Figure 1. Wiring by layer.
Drawn at 4 px/µm.
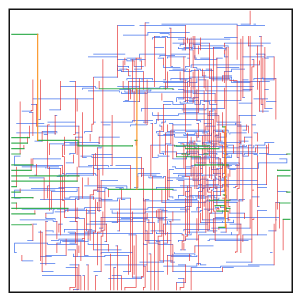
Figure 2. Routed clock nets over the placement.
Drawn at 6 px/µm.
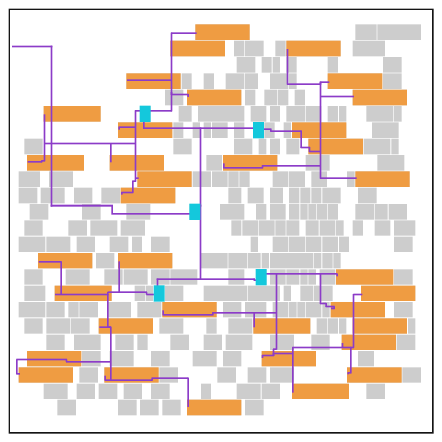
`config.mk`:
```
export PLATFORM = sky130hd
export DESIGN_NAME = lock_controller
export DESIGN_NICKNAME = d
export VERILOG_FILES = /design/src/rtl/lock_controller.sv
export SDC_FILE = /design/constraint.sdc
export NUM_CORES = 1
export LEC_CHECK = 0
export ABC_CLOCK_PERIOD_IN_PS = 1890
export CAP_MARGIN = 20
export CORE_UTILIZATION = 42
export CTS_BUF_LIST = sky130_fd_sc_hd__clkbuf_2
export DETAILED_ROUTE_END_ITERATION = 8
export PLACE_DENSITY = 0.68
export SYNTH_ARGS = -nofsm -noshare
export SYNTH_HDL_FRONTEND = slang
export SYNTH_SLANG_ARGS = --single-unit
```
`constraint.sdc`:
```
create_clock -name clk -period 1.89 [get_ports clk]
set_input_delay 0.567 -clock clk [delete_from_list [all_inputs] [get_ports clk]]
set_output_delay 0.567 -clock clk [all_outputs]
set_load 0.02 [all_outputs]
```
`src/rtl/lock_controller.sv`:
```
// Keypad lock state controller: compares completed entries against the
// stored PIN and tracks locked / unlocked / PIN-change / lockout state.
module lock_controller #(
    parameter logic [15:0] DEFAULT_PIN    = 16'h4321,
    parameter int          MAX_TRIES      = 3,
    parameter int          LOCKOUT_CYCLES = 2500,
    parameter int          UNLOCK_CYCLES  = 5000
) (
    input  logic        clk,
    input  logic        rst_n,
    input  logic        pin_valid,
    input  logic [15:0] user_pin,
    input  logic        set_req,
    output logic [1:0]  status,
    output logic [15:0] stored_pin,
    output logic [1:0]  fail_count,
    output logic        unlock_pulse,
    output logic        bad_pin
);

    localparam int TMAX = (LOCKOUT_CYCLES > UNLOCK_CYCLES) ?
                          LOCKOUT_CYCLES : UNLOCK_CYCLES;
    localparam int TW   = (TMAX > 1) ? $clog2(TMAX) : 1;

    localparam logic [TW-1:0] LOCK_LOAD = TW'(LOCKOUT_CYCLES - 1);
    localparam logic [TW-1:0] UNL_LOAD  = TW'(UNLOCK_CYCLES - 1);
    localparam logic [1:0]    MAX_FAIL  = 2'(MAX_TRIES);

    typedef enum logic [1:0] {
        ST_LOCKED   = 2'b00,
        ST_UNLOCKED = 2'b01,
        ST_SET      = 2'b10,
        ST_LOCKOUT  = 2'b11
    } state_t;

    state_t      state_q, state_d;
    logic [15:0] pin_q, pin_d;
    logic [1:0]  fail_q, fail_d;
    logic [TW-1:0] timer_q, timer_d;
    logic        unlock_q, unlock_d;
    logic        bad_q, bad_d;

    logic        timer_zero;
    logic [1:0]  fail_inc;
    logic        new_pin_ok;

    function automatic logic all_bcd(input logic [15:0] p);
        logic ok;
        ok = 1'b1;
        for (int i = 0; i < 4; i++) begin
            if (p[4*i +: 4] > 4'd9) ok = 1'b0;
        end
        return ok;
    endfunction

    assign timer_zero = (timer_q == '0);
    assign fail_inc   = (fail_q >= MAX_FAIL) ? MAX_FAIL : fail_q + 2'd1;
    assign new_pin_ok = all_bcd(user_pin);

    // Strobes take priority over timeouts in every state that accepts them.
    always_comb begin
        state_d  = state_q;
        pin_d    = pin_q;
        fail_d   = fail_q;
        timer_d  = timer_zero ? '0 : timer_q - TW'(1);
        unlock_d = 1'b0;
        bad_d    = 1'b0;

        unique case (state_q)
            ST_LOCKED: begin
                if (pin_valid) begin
                    if (user_pin == pin_q) begin
                        state_d  = ST_UNLOCKED;
                        fail_d   = 2'd0;
                        unlock_d = 1'b1;
                        timer_d  = UNL_LOAD;
                    end else begin
                        bad_d  = 1'b1;
                        fail_d = fail_inc;
                        if (fail_inc == MAX_FAIL) begin
                            state_d = ST_LOCKOUT;
                            timer_d = LOCK_LOAD;
                        end
                    end
                end
            end
            ST_LOCKOUT: begin
                if (timer_zero) begin
                    state_d = ST_LOCKED;
                    fail_d  = 2'd0;
                end
            end
            ST_UNLOCKED: begin
                if (pin_valid) begin
                    state_d = ST_LOCKED;
                    timer_d = '0;
                end else if (set_req) begin
                    state_d = ST_SET;
                    timer_d = UNL_LOAD;
                end else if (timer_zero) begin
                    state_d = ST_LOCKED;
                end
            end
            ST_SET: begin
                if (pin_valid) begin
                    if (new_pin_ok) begin
                        pin_d   = user_pin;
                        state_d = ST_LOCKED;
                        timer_d = '0;
                    end else begin
                        bad_d   = 1'b1;
                        timer_d = UNL_LOAD;
                    end
                end else if (set_req) begin
                    state_d = ST_UNLOCKED;
                    timer_d = UNL_LOAD;
                end else if (timer_zero) begin
                    state_d = ST_LOCKED;
                end
            end
            default: state_d = ST_LOCKED;
        endcase
    end

    always_ff @(posedge clk or negedge rst_n) begin
        if (!rst_n) begin
            state_q  <= ST_LOCKED;
            pin_q    <= DEFAULT_PIN;
            fail_q   <= 2'd0;
            timer_q  <= '0;
            unlock_q <= 1'b0;
            bad_q    <= 1'b0;
        end else begin
            state_q  <= state_d;
            pin_q    <= pin_d;
            fail_q   <= fail_d;
            timer_q  <= timer_d;
            unlock_q <= unlock_d;
            bad_q    <= bad_d;
        end
    end

    assign status       = state_q;
    assign stored_pin   = pin_q;
    assign fail_count   = fail_q;
    assign unlock_pulse = unlock_q;
    assign bad_pin      = bad_q;

endmodule

```
==> out/qor.yml <==
critical_path:
  path_cells: "xor2_1 > nor4_2 > nand4_2 > and3_4 > o31a_1"
  slowest_delay_ps: 600
  end_kind: "flop"
  path_buffers: 0
  timing.rr.start: "stored_pin[5]"
  path_max_fanout: 5
  worstSetupPathType: "reg2reg"
  cp-start-kind: "flop"
  critical-path-top-delay-family: "simple AND/OR/NAND/NOR gates"
  crit_required_ps: 2170
die:
  ios: 42
  dieArea_um2: 4950
  initCoreUtil: 0.444
  row_count: 24
  fp.dieW_um: 70.3
cells_and_area:
  seq_cells: 35
  largest_reg_flops: 16
  final-clk-cell-share: 0.0129
  logic_gates: 138
  nNonClkInverters: 5
  lay_top_cells: "dlygate4sd2_1, dfrtp_1, xor2_1"
  antenna_cells: 0
  fillers: 394
  final-nonclk-buf-share: 0.214
  dominant_cells: "multi-input combinational cells"
  flop_area_um2: 883
  nNetsFinal: 270
  drive_gt1_frac: 0.262
  nNonClkBuffers: 63
  comb_share: 0.404
  areaGrowthSynthToFinish_pct: 33.5
  layout_top_cell: "dlygate4sd2_1"
clock_tree:
  cts_sinks: 35
  tritoncts: "yes"
  ctsRootBufferMaster: "clkbuf_2"
  clockBufferDepth: 2
  clkTransAtPathRegs_ps: 190
  cts_buffers: 5
  cts.repair.resized: 46
  htree_levels: 2
  post_cts_buffers: 0
detailed_routing:
  first_pass_iters: 4
  avgRoutedWirePerCell_um: 15.2
  routed-wl-met3_um: 217
  detail_route.vias_per_cell: 5.39
  m1WireLength_mm: 2.13
yosys:
  ys_area_um2: 1960
  async_reset_ff_frac: 1.00
  avgSynthCellArea_um2: 10.7
  area_leaders: "dfrtp_1, xor2_1, mux2_2"
  aoi_share: 0.101
  yosys.area.top_type: "dfrtp_1"
  syn_nets: 206
  synthSimpleGateAreaFrac: 0.198
  synth_cells: 184
  top_cell_area_share: 0.383
  most_common_cell: "dfrtp_1"
  ys_sh_mux: 0.0918
  topCombFamilyByArea: "simple AND/OR/NAND/NOR gates"
  xor_share: 0.121
  adder_share: 0.0128
  ys_types: 42
  synthTopCellsByCount: "dfrtp_1, xor2_1, mux2_2, o21ai_0, nand2_1"
  synth-edff-count: 0
final_timing:
  finalSetupTns_ps: 0
  grt_setup_unrepaired: "true"
  max_slew_margin: 0.703
  holdWs_ps: 533
  finalHoldViolations: 0
  min_period_ps: 1850
  fin_skew_ps: 22.6
grt:
  grt_max_degree: 36
  use_met1: 0.263
  grt_pass1_wl_mm: 7.62
  grt_pass1_vias: 1636
  met3_usage: 0.0476
pwr:
  p_seq_frac: 0.391
  p_comb_uw: 1900
  combPwrFrac: 0.521
  p_clk_uw: 321
  pg_seq_uw: 1430
  power.density_nw_per_um2: 1400
  power.leakage_uw: 0.00121
  p_sw_uw: 1590
hold_path:
  hold_path.class: "in2async"
status:
  status: "finished clean"
run:
  drv_cap: 0
placed_design:
  numPortBuffers: 41
Back to the opening pictures, Figure 1:
- orange: M4 (wire length 76.8 µm)
- green: M3 (wire length 218 µm)
- red: M2 (wire length 2120 µm)
- blue: M1 (wire length 2130 µm)
DRT Wirelength: 4.55 mm
total global-route track usage: 0.197
DR vias: 1617

Back to the opening pictures, Figure 2:
- cyan: clock-net drivers (count 5)
- purple: clock wires (length 462 µm)
- orange: flip-flops (count 35)
- flops lie: spread over the die
Latency at later pin: 370 ps
clock share of power: 0.088

-- per-stage QoR --
stage | setup WS [ps] | util | std cells | power [µW]
global route | -54.8 | 0.593 | 300 | 3940
global placement | -572 | 0.588 | 293 | 3430
finish | 39.6 | 0.593 | 300 | 3660
detailed placement | -595 | 0.588 | 293 | 3450
CTS | -3.90 | 0.591 | 300 | 3670
floorplan | 30.6 | - | 184 | 2610
-- worst paths after layout --
path / end / slack (ps) / depth (start not counted)
max in group asynchronous: stored_pin[8] / 1080 / 2
min in group clk: stored_pin[10] / 530 / 2
setup reg to reg: fail_count[0] / 40 / 5
setup / recovery: fail_count[0] / 40 / 5
hold reg to reg: stored_pin[12] / 560 / 1
hold / removal: fail_count[0] / 530 / 2
Power is estimated from default activity; no workload was simulated.
